**Run 1: met1 routing**

Scale bar: 20 um.
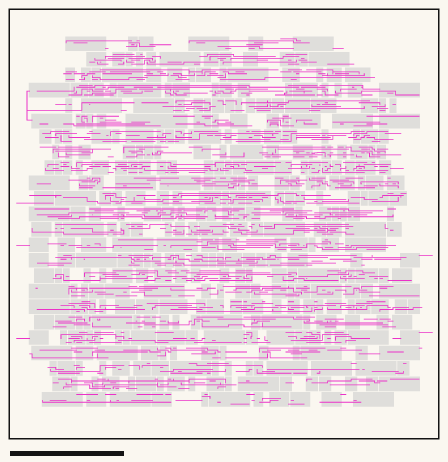
**Run 1: met2 routing**

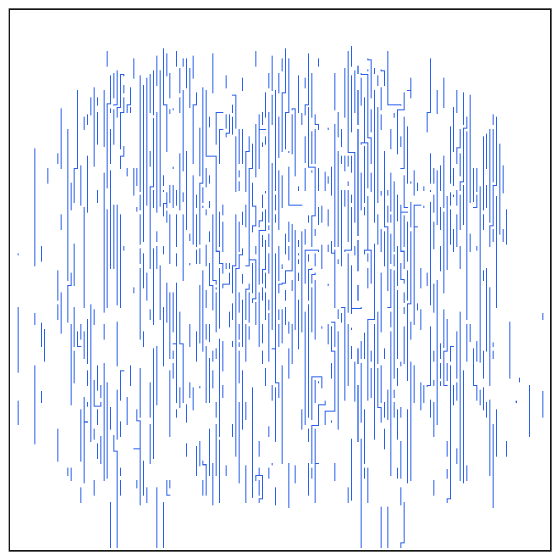
**Run 1: M3 wires**

Scale bar: 20 um.
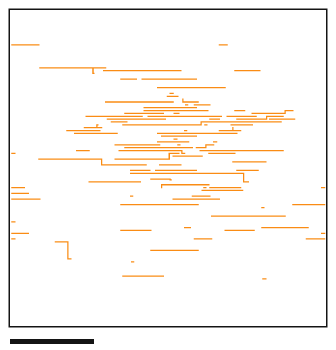
**Run 1: the metal 4 layer**

Scale bar: 20 um.
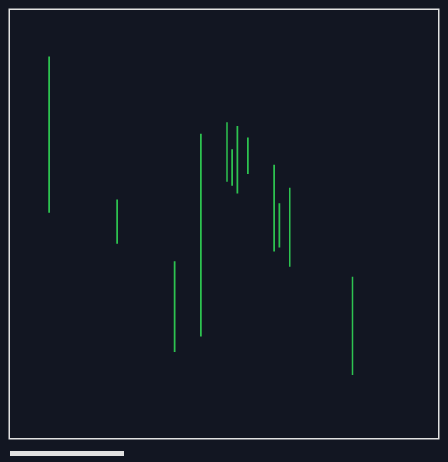
$ cat src/rtl/ps2_host_tx.sv
// PS/2 host-to-device transmitter: sends one command byte (start, 8 data LSB first, odd parity,
// stop) over the open-drain ps2_clk/ps2_data lines and checks the device ACK bit.
module ps2_host_tx #(
  parameter int INHIBIT_CYCLES = 5000,
  parameter int START_CYCLES   = 50,
  parameter int TIMEOUT_CYCLES = 750000
) (
  input  logic       clk,
  input  logic       rst,
  input  logic       tx_valid,
  input  logic [7:0] tx_data,
  output logic       tx_ready,
  output logic       busy,
  output logic       done,
  output logic       ack_err,
  output logic       timeout_err,
  input  logic       ps2_clk_i,
  input  logic       ps2_data_i,
  output logic       ps2_clk_oe,
  output logic       ps2_data_oe
);
  // state     | meaning
  // IDLE      | lines released, tx_ready=1
  // INHIBIT   | ps2_clk held low (request to send)
  // START     | both lines low, start bit presented
  // SEND      | device clocks out data, parity, stop
  // ACK       | waiting for falling edge 11 to sample the ACK bit
  // WAIT_IDLE | waiting for both lines to return high before reporting
  typedef enum logic [2:0] {IDLE, INHIBIT, START, SEND, ACK, WAIT_IDLE} state_t;

  localparam int MAX_A   = (INHIBIT_CYCLES > START_CYCLES) ? INHIBIT_CYCLES : START_CYCLES;
  localparam int MAX_CYC = (TIMEOUT_CYCLES > MAX_A) ? TIMEOUT_CYCLES : MAX_A;
  localparam int CW      = $clog2(MAX_CYC + 1);

  state_t        state, state_n;
  logic [CW-1:0] cnt, cnt_n;
  logic [3:0]    edge_cnt, edge_n;
  logic [9:0]    shreg, shreg_n;
  logic          ack_ok, ok_n;
  logic [2:0]    clk_sync, data_sync;
  logic          ready_n, busy_n, done_n, ack_err_n, to_err_n, clk_oe_n, data_oe_n;
  logic          fall, clk_lvl, data_lvl;

  assign fall     = (clk_sync[2:1] == 2'b10);
  assign clk_lvl  = clk_sync[1];
  assign data_lvl = data_sync[1];

  always_ff @(posedge clk) begin
    if (rst) begin
      state       <= IDLE;
      cnt         <= '0;
      edge_cnt    <= '0;
      shreg       <= '0;
      ack_ok      <= 1'b0;
      clk_sync    <= 3'b111;
      data_sync   <= 3'b111;
      tx_ready    <= 1'b1;
      busy        <= 1'b0;
      done        <= 1'b0;
      ack_err     <= 1'b0;
      timeout_err <= 1'b0;
      ps2_clk_oe  <= 1'b0;
      ps2_data_oe <= 1'b0;
    end else begin
      state       <= state_n;
      cnt         <= cnt_n;
      edge_cnt    <= edge_n;
      shreg       <= shreg_n;
      ack_ok      <= ok_n;
      clk_sync    <= {clk_sync[1:0], ps2_clk_i};
      data_sync   <= {data_sync[1:0], ps2_data_i};
      tx_ready    <= ready_n;
      busy        <= busy_n;
      done        <= done_n;
      ack_err     <= ack_err_n;
      timeout_err <= to_err_n;
      ps2_clk_oe  <= clk_oe_n;
      ps2_data_oe <= data_oe_n;
    end
  end

  always_comb begin
    state_n   = state;
    cnt_n     = cnt;
    edge_n    = edge_cnt;
    shreg_n   = shreg;
    ok_n      = ack_ok;
    ready_n   = tx_ready;
    busy_n    = busy;
    done_n    = 1'b0;
    ack_err_n = 1'b0;
    to_err_n  = 1'b0;
    clk_oe_n  = ps2_clk_oe;
    data_oe_n = ps2_data_oe;
    unique case (state)
      IDLE: begin
        if (tx_valid) begin
          state_n   = INHIBIT;
          cnt_n     = CW'(INHIBIT_CYCLES - 1);
          edge_n    = '0;
          shreg_n   = {1'b1, ~^tx_data, tx_data};
          ok_n      = 1'b0;
          ready_n   = 1'b0;
          busy_n    = 1'b1;
          clk_oe_n  = 1'b1;
          data_oe_n = 1'b0;
        end
      end
      INHIBIT: begin
        if (cnt == '0) begin
          state_n   = START;
          cnt_n     = CW'(START_CYCLES - 1);
          data_oe_n = 1'b1;
        end else begin
          cnt_n = cnt - CW'(1);
        end
      end
      START: begin
        if (cnt == '0) begin
          state_n  = SEND;
          cnt_n    = CW'(TIMEOUT_CYCLES - 1);
          clk_oe_n = 1'b0;
        end else begin
          cnt_n = cnt - CW'(1);
        end
      end
      SEND, ACK, WAIT_IDLE: begin
        if (cnt == '0) begin
          // timeout overrides any edge or idle condition seen in the same cycle
          state_n   = IDLE;
          to_err_n  = 1'b1;
          busy_n    = 1'b0;
          ready_n   = 1'b1;
          clk_oe_n  = 1'b0;
          data_oe_n = 1'b0;
        end else begin
          cnt_n = fall ? CW'(TIMEOUT_CYCLES - 1) : cnt - CW'(1);
          if (fall && edge_cnt != 4'hF) edge_n = edge_cnt + 4'd1;
          if (state == SEND && fall) begin
            data_oe_n = ~shreg[0];
            shreg_n   = {1'b0, shreg[9:1]};
            if (edge_cnt == 4'd9) state_n = ACK;
          end else if (state == ACK && fall) begin
            ok_n    = ~data_lvl;
            state_n = WAIT_IDLE;
          end else if (state == WAIT_IDLE && clk_lvl && data_lvl) begin
            state_n   = IDLE;
            done_n    = ack_ok;
            ack_err_n = ~ack_ok;
            busy_n    = 1'b0;
            ready_n   = 1'b1;
          end
        end
      end
      default: state_n = IDLE;
    endcase
  end
endmodule

$ cat config.mk
export PLATFORM = sky130hd
export DESIGN_NAME = ps2_host_tx
export DESIGN_NICKNAME = d
export VERILOG_FILES = /design/src/rtl/ps2_host_tx.sv
export SDC_FILE = /design/constraint.sdc
export NUM_CORES = 1
export LEC_CHECK = 0
export CAP_MARGIN = 30
export CORE_MARGIN = 3
export CORE_UTILIZATION = 64
export DETAILED_ROUTE_END_ITERATION = 16
export HOLD_SLACK_MARGIN = 0.15
export PLACE_DENSITY = 0.85
export SYNTH_ARGS = -nofsm -noshare
export SYNTH_HDL_FRONTEND = slang
export SYNTH_SLANG_ARGS = --single-unit
export TNS_END_PERCENT = 10
$ cat constraint.sdc
create_clock -name clk -period 4.75 [get_ports clk]
set_input_delay 0.475 -clock clk [delete_from_list [all_inputs] [get_ports clk]]
set_output_delay 0.475 -clock clk [all_outputs]
set_load 0.1 [all_outputs]
==> flow_summary.ini, run 1 <==
; yosys + openroad results
[worst_setup_path]
startpoint_type = flop
r2r-start = state[2]
crit_end = edge_cnt[3]
r2r_cells = 6

[placed_design]
place_congestion = 0.897
hpwl_um = 5470
numPortBuffers = 19

[die]
fp_util_pct = 68.2
pin_count = 20
rows = 24
chip_area_um2 = 5670

[clock_tree]
cts_resized = 0
cts_buffers = 5
cts_setup_buffers = 0

[global_routing]
grt_pass1_vias = 2654
antenna_found_initial = 0
grt_max_degree = 46

[sta]
finalWorstSetupSlack_ps = 1760
worst_pin_slew_ps = 969

[yosys]
yosys_area_um2 = 3070
netlist_instances = 393
netlist.area_leader.share_pct = 32.6
synthDistinctLibCells = 67
synth.cell_area_um2 = 3070
synth_top_cell_by_count = dfxtp_1
synthArstFlopShare_pct = 0
synth_seq_share_pct = 32.6
area_leaders = dfxtp_1 33%, nor2_1 5.9%, nand2_1 4.6%
avgSynthCellArea_um2 = 7.82
synth-main-ff-cell = dfxtp_1
ys_cells = 393

[run]
warnings = 28
maxCapViolations = 0

[detailed_routing]
wl_um = 8040
ant_nets = 0
num_vias = 3056
drc_errors = 0

[layout]
fill_cells = 362
fin_util_pct = 74.2
drive_gt1_share_pct = 8.63

[hold_path]
holdCritStartpoint = clk_sync[0]

[pwr]
power.total_mw = 1.36

[run_status]
status = completed
## Picture notes: 'met1 routing'
The longest straight run is 27.1 um. The layer holds 45% of the routed length.

## Picture notes: 'met2 routing'
The layer holds 44% of the routed length. The longest straight run is 26.2 um.

## Picture notes: 'M3 wires'
61 nets have wire on it. The layer carries 725 um of wire.

## Picture notes: 'the metal 4 layer'
The longest straight run is 35.4 um. 12 nets have wire on it. The wires run mostly vertical. The layer carries 173 um of wire.

## run 1: state kept, by name (all words and copies together) (netlist names), 2 cells and up
name and flops:
cnt 20, clk_sync 3, shreg 10, edge_cnt 4, state 3, data_sync 2
## run 1: routing by layer
metal  GRT usage (%)  share of wire [%]  vias up
met2            43.1                 44      165
met5               0                  0        -
met4            10.9                2.1        0
met3            5.41                9.0       26
li1                -                  -     1456
met1            44.1                 45     1409
## run 1: where the power goes
part | leakage (nW) | switching [mW] | internal [mW] | total [mW]
registers | 0.410 | 0.0535 | 0.466 | 0.520
clock network | 0.0618 | 0.157 | 0.174 | 0.330
logic | 0.766 | 0.332 | 0.174 | 0.506
total | 1.24 | 0.542 | 0.814 | 1.36
## run 1: cell type report
class	count	area [um^2]	share of cell area, %
Clock buffer	6	82.6	2.47
Clock inverter	2	38.8	1.16
Inverter	9	33.8	1.01
Multi-Input combinational cell	304	1900	56.9
Sequential cell	50	1000	30.0
Tap cell	52	65.1	1.95
Timing Repair Buffer	23	220	6.59
## run 1: worst max-delay path, stage by stage, from the launching register on
cell,delay (ps)
dfxtp_1,950
nor2b_1,260
a21oi_1,830
a31oi_1,80
a31o_2,330
nand4_1,100
mux2_2,330
## run 1: cells by family (layout without fill, tap and decap cells)
group	after synthesis	count (layout)	synth area share, %
mux	3	3	1.02
xor+xnor	9	9	2.56
simple gates	164	164	28.4
buf+inv	39	40	5.62
compound gates	122	122	27.6
fa+ha+maj	6	6	2.28
flops	50	50	32.6
## run 1: per-stage QoR
step                      hold slack [ps]  cell area [um^2]
after floorplan                       389              3070
after global placement                391              3220
after detailed placement              399              3220
after CTS                             423              3340
after global routing                  453              3340
final                                 420              3340
## Run 2: what changed since run 1
--- a/config.mk
+++ b/config.mk
@@ -7,10 +7,10 @@
 export LEC_CHECK = 0
 export CAP_MARGIN = 30
 export CORE_MARGIN = 3
-export CORE_UTILIZATION = 64
+export CORE_UTILIZATION = 59
 export DETAILED_ROUTE_END_ITERATION = 16
 export HOLD_SLACK_MARGIN = 0.15
-export PLACE_DENSITY = 0.85
+export PLACE_DENSITY = 0.8
 export SYNTH_ARGS = -nofsm -noshare
 export SYNTH_HDL_FRONTEND = slang
 export SYNTH_SLANG_ARGS = --single-unit
==> constraint.sdc (replaced) <==
create_clock -name clk -period 3.1 [get_ports clk]
set_input_delay 0.31 -clock clk [delete_from_list [all_inputs] [get_ports clk]]
set_output_delay 0.31 -clock clk [all_outputs]
set_load 0.1 [all_outputs]
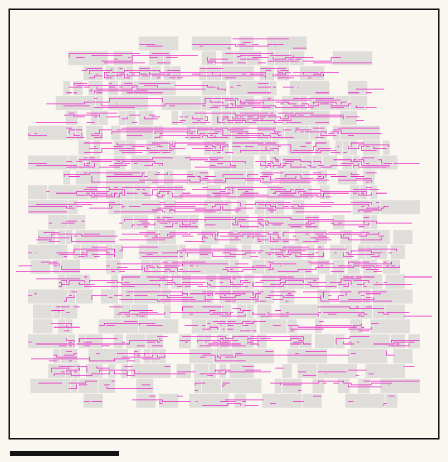
**Above:** run 2 (met1 routing).
Scale bar: 20 um.
The longest straight run is 26.7 um. 388 nets have wire on it. The layer holds 43% of the routed length.

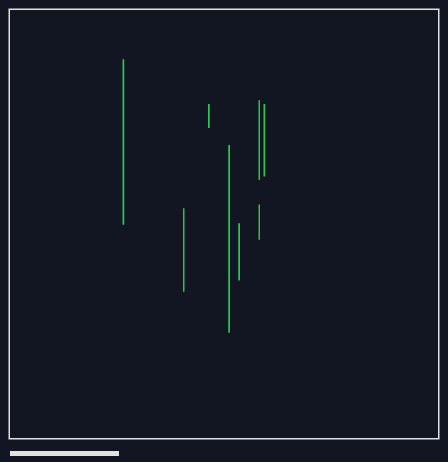
**Above:** run 2 (the metal 4 layer).
Scale bar: 20 um.
The layer carries 127 um of wire. The wires run mostly vertical. 8 nets have wire on it.

==> run 2 against run 1 <==
Critical endpoint is now cnt[16]. Die area increased by 7.8%. Count of clock-buffer cells in the layout shrank 1. Sequential share of layout area down 0.13 points.
==> flow_summary.ini, run 2 <==
; yosys + openroad results
[run_status]
status = completed

[placed_design]
hpwl_um = 5650
place_congestion = 1.01
numPortBuffers = 19

[die]
fp_util_pct = 63.0
pin_count = 20

[yosys]
synth.cell_area_um2 = 3070
synth_seq_share_pct = 32.6
synthArstFlopShare_pct = 0
synth-compound-area-share_pct = 27.6
yosys_area_um2 = 3070
mux_share_pct = 1.02
ys_cells = 393

[worst_setup_path]
startpoint_type = flop
path_buffers = 1
r2r-start = cnt[0]

[global_routing]
grt_pass1_vias = 2825

[detailed_routing]
drc_errors = 0
wl_um = 7900

[layout]
fill_cells = 411
largest-register = cnt

[pwr]
p_seq_share_pct = 41.2
power_frac_comb_pct = 38.8

[clock_tree]
cts_setup_buffers = 0

[run]
warnings = 28
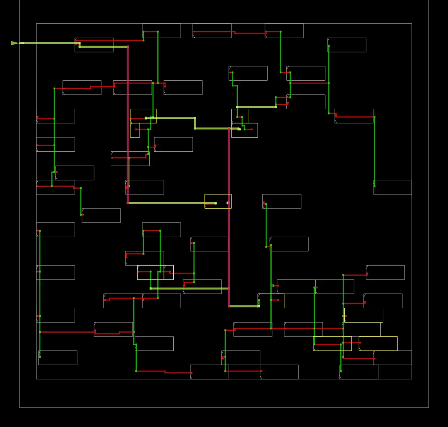
**Above:** run 2 (clock routing).
P_clk: 0.392 mW
Clock Latency Late Sink: 310 ps
clk_skew: 3.53 ps
CTS Buf Count: 5
clock buffer count: 5

==> run 2: final timing paths <==
kind	cells after the start	slack, ps	endpoint
hold reg to reg	1	420	data_sync[1]
setup / recovery	8	410	cnt[16]
hold / removal	1	420	data_sync[1]
setup reg to reg	8	410	cnt[16]
==> run 2: metal layers <==
layer | up-vias | global-route usage (%) | part of all wire [%]
met4 | 0 | 8.57 | 1.6
li1 | 1452 | - | -
met5 | - | 0 | 0
met2 | 158 | 43.7 | 46
met3 | 21 | 4.13 | 9.3
met1 | 1422 | 36.1 | 43
==> run 2: metrics by stage <==
step           instance area, um^2  power [mW]  worst slack, ps  util (%)  instances
6_report                      3360        1.96              406      68.8        465
5_1_grt                       3360        2.07              242      68.8        465
4_1_cts                       3360        1.95              449      68.8        465
3_5_place_dp                  3270        1.56              482      67.0        457
3_3_place_gp                  3270        1.54              573      67.0        457
2_1_floorplan                 3070        1.40              993         -        393
==> run 2: cell type report <==
type | instances | area share (%)
Multi-Input combinational cell | 304 | 56.6
Sequential cell | 50 | 29.8
Timing Repair Buffer | 27 | 7.45
Tap cell | 67 | 2.50
Clock buffer | 5 | 2.05
Inverter | 9 | 1.01
Clock inverter | 3 | 0.559
==> run 2: cell families after synthesis <==
family          count (synthesis)
compound gates                122
mux                             3
buf+inv                        39
xor+xnor                        9
simple gates                  164
fa+ha+maj                       6
flops                          50
==> run 2: power by group through the flow <==
stage	combinational (mW)	sequential [mW]	clock [mW]
2_1_floorplan	0.564	0.833	0
3_3_place_gp	0.728	0.816	0
3_5_place_dp	0.743	0.819	0
4_1_cts	0.747	0.804	0.397
5_1_grt	0.831	0.818	0.421
6_report	0.762	0.808	0.392
**Run 2: M3 wires**

Scale bar: 20 um.
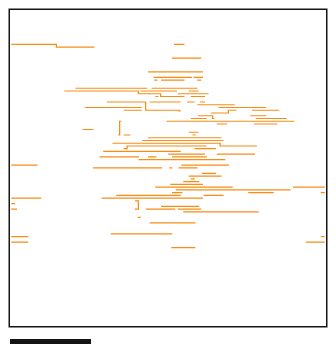

## Run 3: what changed since run 2
--- a/config.mk
+++ b/config.mk
@@ -10,7 +10,9 @@
 export CORE_UTILIZATION = 59
 export DETAILED_ROUTE_END_ITERATION = 16
 export HOLD_SLACK_MARGIN = 0.15
-export PLACE_DENSITY = 0.8
+export PLACE_DENSITY = 0.9
+export SETUP_SLACK_MARGIN = 0.02
+export SKIP_CTS_REPAIR_TIMING = 1
 export SYNTH_ARGS = -nofsm -noshare
 export SYNTH_HDL_FRONTEND = slang
 export SYNTH_SLANG_ARGS = --single-unit
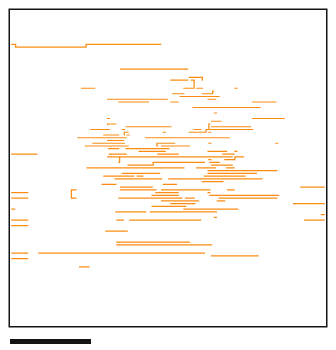
**Above:** run 3 (M3 wires).
Scale bar: 20 um.
The layer holds 10% of the routed length. The longest straight run is 40.9 um. The wires run mostly horizontal.

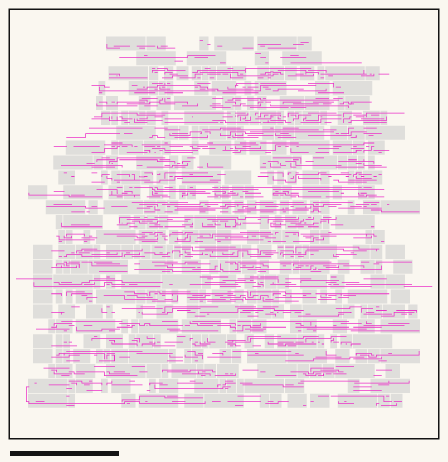
**Above:** run 3 (met1 routing).
Scale bar: 20 um.
The wires run mostly horizontal. The layer carries 3,350 um of wire. The layer holds 41% of the routed length. 384 nets have wire on it. The longest straight run is 25.8 um.

==> run 3 against run 2 <==
Sequential cell count is the same. Sequential share of layout area shrank 0.20 points. Register-to-register slack gained 150 ps. Final area grew 0.67%. Synthesized area is the same. Core utilization grew 0.46 points.
==> flow_summary.ini, run 3 <==
; yosys + openroad results
[detailed_routing]
ant_nets = 0
num_vias = 3176
drc_errors = 0
wl_um = 8190

[clock_tree]
cts_buffers = 5

[yosys]
netlist_instances = 393
yosys_area_um2 = 3070
avgSynthCellArea_um2 = 7.82
synth_seq_share_pct = 32.6
netlist.area_leader.share_pct = 32.6
synth-main-ff-cell = dfxtp_1
synth_top_cell_by_count = dfxtp_1
synthArstFlopShare_pct = 0
synthDistinctLibCells = 67
ys_cells = 393
synth.cell_area_um2 = 3070

[layout]
largest-register = cnt
final_cells = 467
drive_gt1_share_pct = 9.75
reg_top3 = cnt x20, shreg x10, edge_cnt x4
largest_reg_flops = 20
final_cell_area_um2 = 3380
fin_nets = 416
fin_util_pct = 69.3
fill_cells = 409

[die]
fp_util_pct = 63.0
rows = 25

[worst_setup_path]
path_buffers = 2
cp.arrival_ps = 2790
path_depth = 9
r2r_cells = 9
crit_path_max_incr_delay_ps = 480
cp_slowest_cell = o21ai_1
crit_family = simple AND/OR/NAND/NOR gates

[placed_design]
pre_cts_ws_ps = 620
hpwl_um = 5830
numPortBuffers = 19
dpl_cell_area_um2 = 3280
place_congestion = 0.959
dp.cells = 459

[sta]
finalWorstSetupSlack_ps = 558
worst_pin_slew_ps = 1000

[run]
warnings = 28

[pwr]
power.total_mw = 1.99

[global_routing]
grt_pass1_vias = 2768
antenna_found_initial = 0
grt_max_degree = 24

[run_status]
status = completed

[hold_path]
min_path_cells = 1
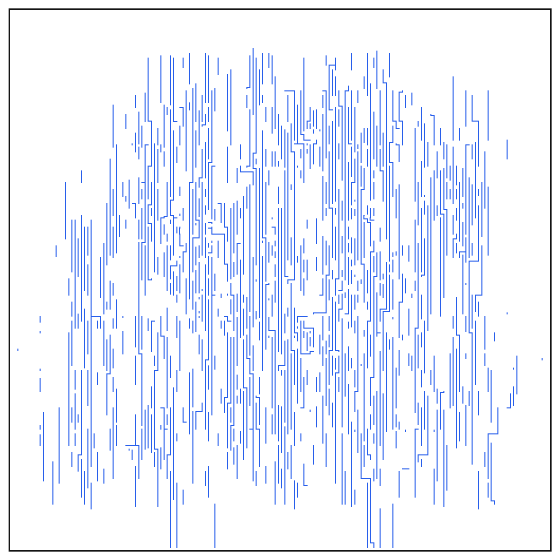
**Above:** run 3 (met2 routing).
The wires run mostly vertical. The layer holds 46% of the routed length. The longest straight run is 35.7 um. The layer carries 3,770 um of wire.

==> run 3: netlist changes by cell type in the layout (fill, tap and decap cells not counted) <==
| cell | change |
|---|---|
| clkinv_2 | -2 |
| buf_4 | +2 |
| clkbuf_1 | +1 |
| clkbuf_8 | +1 |
==> run 3: where the power goes <==
part | leakage, nW | internal [mW] | switching [mW]
combinational | 0.795 | 0.276 | 0.507
clock | 0.0489 | 0.185 | 0.225
sequential | 0.410 | 0.715 | 0.0842
==> run 3: metal layers <==
metal / global-route usage [%] / vias to the layer above / part of all wire [%]
met5: 0 / - / 0
met4: 8.74 / 0 / 2.9
met3: 4.59 / 33 / 10
met2: 43.6 / 204 / 46
met1: 36.4 / 1472 / 41
li1: - / 1467 / -
==> run 3: kinds of logic after synthesis <==
| logic type | count (synthesis) | share of synthesized area [%] |
|---|---|---|
| AND/OR/NAND/NOR | 164 | 28.4 |
| AND-OR/OR-AND | 122 | 27.6 |
| flip-flops | 50 | 32.6 |
| buffers and inverters | 39 | 5.62 |
| XOR/XNOR | 9 | 2.56 |
| adder cells (fa/ha/maj) | 6 | 2.28 |
| multiplexers | 3 | 1.02 |
==> run 3: final timing paths <==
| path | to | from | slack (ps) |
|---|---|---|---|
| worst max-delay path | cnt[6] | cnt[0] | 560 |
| worst min-delay path | data_sync[1] | data_sync[0] | 420 |
| worst max register to register | cnt[6] | cnt[0] | 560 |
| worst min register to register | data_sync[1] | data_sync[0] | 420 |
==> run 3: final cells by class <==
cell class	count	area [um^2]	share of cell area, %
repair buffers	29	265	7.85
multi-input cells	304	1900	56.2
clock buffers	7	86.3	2.55
clock inverters	1	8.76	0.259
flip-flops and latches	50	1000	29.6
inverters	9	33.8	1.00
well taps	67	83.8	2.48
Power is estimated from default activity; no workload was simulated.
